<file path="src/rtl/display_share_ctrl_pkg.sv">
// Shared constants for seven-segment display blocks: segment codes, source indices and
// priority helpers used by the display arbiter.
package display_share_ctrl_pkg;

    localparam logic [7:0] SEG_BLANK = 8'b0000_0000;
    localparam logic [7:0] SEG_DASH  = 8'b0000_0010;

    // Indexed by nibble value; bit7 = segment a, bit0 = dp.
    localparam logic [15:0][7:0] SEG_LUT = {
        SEG_BLANK, SEG_BLANK, SEG_BLANK, SEG_BLANK, SEG_BLANK, SEG_DASH,
        8'b1110_0110, 8'b1111_1110, 8'b1110_0000, 8'b1011_1110, 8'b1011_0110,
        8'b0110_0110, 8'b1111_0010, 8'b1101_1010, 8'b0110_0000, 8'b1111_1100
    };

    localparam logic [1:0] SRC_WORK   = 2'd0;
    localparam logic [1:0] SRC_REMIND = 2'd1;
    localparam logic [1:0] SRC_COUNT  = 2'd2;
    localparam logic [1:0] SRC_ALERT  = 2'd3;

    function automatic logic [1:0] highest_src(input logic [3:0] req);
        if (req[3]) return SRC_ALERT;
        if (req[2]) return SRC_COUNT;
        if (req[1]) return SRC_REMIND;
        return SRC_WORK;
    endfunction

    function automatic logic [3:0] src_onehot(input logic [1:0] src);
        return 4'b0001 << src;
    endfunction

endpackage

</file>
<file path="src/rtl/display_share_ctrl_seg7_decode.sv">
// Nibble to seven-segment code: 0-9 digits, 0xA dash, 0xB-0xF blank.
module seg7_decode
    import display_share_ctrl_pkg::*;
(
    input  logic [3:0] i_nibble,
    output logic [7:0] o_segments
);

    assign o_segments = SEG_LUT[i_nibble];

endmodule

</file>
<file path="src/rtl/display_share_ctrl.sv">
// Arbitrates four display requesters and scans the owner's eight digits onto the tube
// buses with a blanked lead-in per slot; grant only changes on frame boundaries.
module display_share_ctrl
    import display_share_ctrl_pkg::*;
#(
    parameter int unsigned SCAN_DIV     = 20000,
    parameter int unsigned BLANK_CYCLES = 16,
    parameter int unsigned HOLD_FRAMES  = 4
) (
    input  logic         i_clk,
    input  logic         i_reset,
    input  logic         i_power_state,
    input  logic [3:0]   i_req,
    input  logic [127:0] i_digits,
    input  logic [31:0]  i_dmask,
    output logic [3:0]   o_grant,
    output logic [7:0]   o_tub_segments_1,
    output logic [7:0]   o_tub_segments_2,
    output logic [7:0]   o_tub_select,
    output logic         o_frame_done
);

    localparam int unsigned CW = $clog2(SCAN_DIV);
    localparam int unsigned HW = $clog2(HOLD_FRAMES + 1);

    localparam logic [1:0] ST_IDLE  = 2'd0;
    localparam logic [1:0] ST_BLANK = 2'd1;
    localparam logic [1:0] ST_DRIVE = 2'd2;

    localparam logic [CW-1:0] CNT_ONE        = CW'(1);
    localparam logic [CW-1:0] CNT_BLANK_LAST = CW'(BLANK_CYCLES - 1);
    localparam logic [CW-1:0] CNT_PENULT     = CW'(SCAN_DIV - 2);
    localparam logic [CW-1:0] CNT_LAST       = CW'(SCAN_DIV - 1);
    localparam logic [HW-1:0] HOLD_INIT      = HW'(HOLD_FRAMES);
    localparam logic [HW-1:0] HOLD_ONE       = HW'(1);

    logic [1:0]    r_state;
    logic [CW-1:0] r_cnt;
    logic [2:0]    r_slot;
    logic [HW-1:0] r_hold;
    logic [1:0]    r_owner;
    logic [3:0]    r_grant;
    logic [7:0]    r_seg1;
    logic [7:0]    r_seg2;
    logic [7:0]    r_sel;
    logic          r_frame_done;

    logic [2:0]    w_nib_idx;
    logic [3:0]    w_nibble;
    logic          w_digit_en;
    logic [7:0]    w_seg;
    logic [1:0]    w_top_src;
    logic [HW-1:0] w_hold_dec;
    logic          w_arb_idle;
    logic          w_arb_reload;
    logic [1:0]    w_arb_src;

    // Slot 0 is the leftmost digit, which lives in nibble 7.
    assign w_nib_idx  = 3'd7 - r_slot;
    assign w_nibble   = i_digits[{r_owner, w_nib_idx, 2'b00} +: 4];
    assign w_digit_en = i_dmask[{r_owner, w_nib_idx}];
    assign w_top_src  = highest_src(i_req);
    assign w_hold_dec = (r_hold == '0) ? '0 : r_hold - HOLD_ONE;

    seg7_decode u_seg7_decode (
        .i_nibble   (w_nibble),
        .o_segments (w_seg)
    );

    // Frame-end arbitration; only consumed on the last cycle of slot 7.
    always_comb begin
        w_arb_idle   = 1'b0;
        w_arb_reload = 1'b0;
        w_arb_src    = r_owner;
        if (!i_req[r_owner]) begin
            if (i_req == 4'd0) begin
                w_arb_idle = 1'b1;
            end else begin
                w_arb_src    = w_top_src;
                w_arb_reload = 1'b1;
            end
        end else if (w_hold_dec == '0 && w_top_src > r_owner) begin
            w_arb_src    = w_top_src;
            w_arb_reload = 1'b1;
        end
    end

    always_ff @(posedge i_clk or negedge i_reset) begin
        if (!i_reset) begin
            r_state      <= ST_IDLE;
            r_cnt        <= '0;
            r_slot       <= 3'd0;
            r_hold       <= '0;
            r_owner      <= SRC_WORK;
            r_grant      <= 4'd0;
            r_seg1       <= SEG_BLANK;
            r_seg2       <= SEG_BLANK;
            r_sel        <= 8'd0;
            r_frame_done <= 1'b0;
        end else if (!i_power_state) begin
            r_state      <= ST_IDLE;
            r_cnt        <= '0;
            r_slot       <= 3'd0;
            r_hold       <= '0;
            r_grant      <= 4'd0;
            r_seg1       <= SEG_BLANK;
            r_seg2       <= SEG_BLANK;
            r_sel        <= 8'd0;
            r_frame_done <= 1'b0;
        end else begin
            r_frame_done <= 1'b0;
            case (r_state)
                ST_IDLE: begin
                    if (i_req != 4'd0) begin
                        r_owner <= w_top_src;
                        r_grant <= src_onehot(w_top_src);
                        r_hold  <= HOLD_INIT;
                        r_slot  <= 3'd0;
                        r_cnt   <= '0;
                        r_state <= ST_BLANK;
                    end
                end
                ST_BLANK: begin
                    r_cnt <= r_cnt + CNT_ONE;
                    if (r_cnt == CNT_BLANK_LAST) begin
                        r_state <= ST_DRIVE;
                        if (w_digit_en) begin
                            r_sel <= 8'h80 >> r_slot;
                            if (r_slot[2]) r_seg2 <= w_seg;
                            else           r_seg1 <= w_seg;
                        end
                    end
                end
                ST_DRIVE: begin
                    if (r_slot == 3'd7 && r_cnt == CNT_PENULT) r_frame_done <= 1'b1;
                    if (r_cnt == CNT_LAST) begin
                        r_cnt   <= '0;
                        r_slot  <= r_slot + 3'd1;
                        r_seg1  <= SEG_BLANK;
                        r_seg2  <= SEG_BLANK;
                        r_sel   <= 8'd0;
                        r_state <= ST_BLANK;
                        if (r_slot == 3'd7) begin
                            if (w_arb_idle) begin
                                r_state <= ST_IDLE;
                                r_grant <= 4'd0;
                                r_hold  <= '0;
                            end else begin
                                r_owner <= w_arb_src;
                                r_grant <= src_onehot(w_arb_src);
                                r_hold  <= w_arb_reload ? HOLD_INIT : w_hold_dec;
                            end
                        end
                    end else begin
                        r_cnt <= r_cnt + CNT_ONE;
                    end
                end
                default: r_state <= ST_IDLE;
            endcase
        end
    end

    assign o_grant          = r_grant;
    assign o_tub_segments_1 = r_seg1;
    assign o_tub_segments_2 = r_seg2;
    assign o_tub_select     = r_sel;
    assign o_frame_done     = r_frame_done;

endmodule

</file>
<file path="config.mk">
export PLATFORM = sky130hd
export DESIGN_NAME = display_share_ctrl
export DESIGN_NICKNAME = d
export VERILOG_FILES = /design/src/rtl/display_share_ctrl_pkg.sv /design/src/rtl/display_share_ctrl_seg7_decode.sv /design/src/rtl/display_share_ctrl.sv
export SDC_FILE = /design/constraint.sdc
export NUM_CORES = 1
export LEC_CHECK = 0
export ABC_AREA = 1
export CAP_MARGIN = 25
export CORE_UTILIZATION = 25
export CTS_CLUSTER_DIAMETER = 80
export DETAILED_ROUTE_END_ITERATION = 6
export GPL_ROUTABILITY_DRIVEN = 0
export SYNTH_ARGS = -nofsm -noshare
export SYNTH_HDL_FRONTEND = slang
export SYNTH_SLANG_ARGS = --single-unit
</file>
<file path="constraint.sdc">
create_clock -name i_clk -period 2.5 [get_ports i_clk]
set_input_delay 0.5 -clock i_clk [delete_from_list [all_inputs] [get_ports i_clk]]
set_output_delay 0.5 -clock i_clk [all_outputs]
set_load 0.02 [all_outputs]
</file>
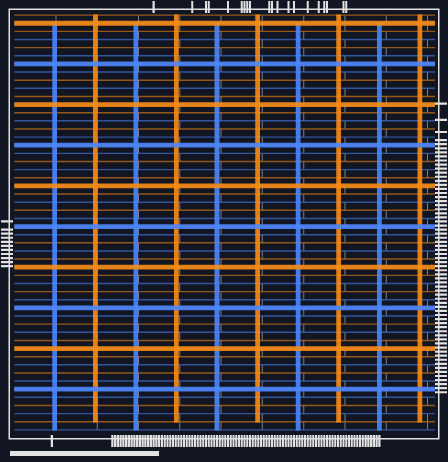
(images/floorplan.png)
Scale bar: 50 µm. Pins as bars on the die edge. Tap cells in gray.
legend:
  VDD:
    color: orange
  VSS:
    color: blue
rows: 51
met4 straps: 10
met1 rails: 52
tap cells: 265
met5 straps: 10

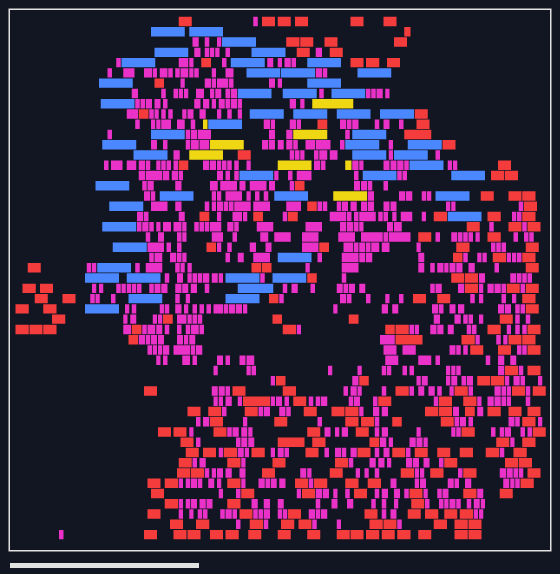
(images/class_map.png)
Scale bar: 50 µm.
legend:
  registers:
    color: blue
    cells: 52
  remaining buffers and delay cells:
    color: red
    cells: 225
  remaining logic cells:
    color: magenta
    cells: 725
  clock drivers and dummy loads:
    color: yellow
    cells: 8

==> qor.csv <==
stage;metric;value;unit
worst_setup_path;path_max_fanout;43;
status;outcome;finished, final reports clean;
timing;setup_violations;0;
synth;flip_flop_and_latch_count_after_synthesis;52;
timing;hold_ws;0.212;ns
worst_setup_path;cp_top_family;simple AND/OR/NAND/NOR gates;
worst_setup_path;critical_path.endpoint_type;flop;
die;floorplanUtilization;0.255;
timing;finalClockPeriodUsage;0.906;
timing;finalHoldViolations;0;
synth;synth.largest_area_cell;sky130_fd_sc_hd__dfrtp_1;
flow_run;maximum_capacitance_violations;0;
synth;mux_area_frac;0;
timing;worst_pin_slew;0.570;ns
pwr;combinationalPower;3.00;mW
placement;hpwl;13900;µm
worst_setup_path;worstSetupEndpoint;o_tub_segments_1[2];
pwr;sum_of_internal_switching_and_leakage_power;4.86;mW
timing;slew_headroom;0.620;
worst_setup_path;worst_r2r_startpoint;r_slot[1];
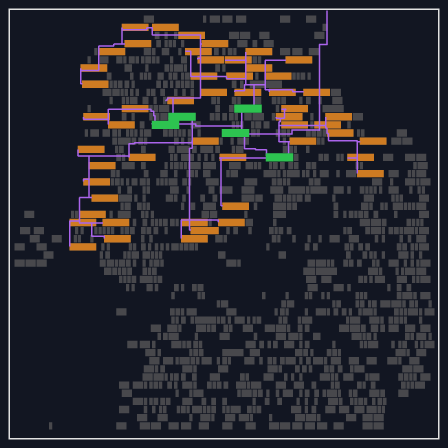
(images/clock_wires.png)
legend:
  flip-flops:
    color: orange
    count: 52
  clock-net drivers:
    color: green
    count: 5
  clock wires:
    color: purple
    length: 656 µm
routed clock nets: 6

Power figures rest on the tool's default switching activity, not on a simulated workload.
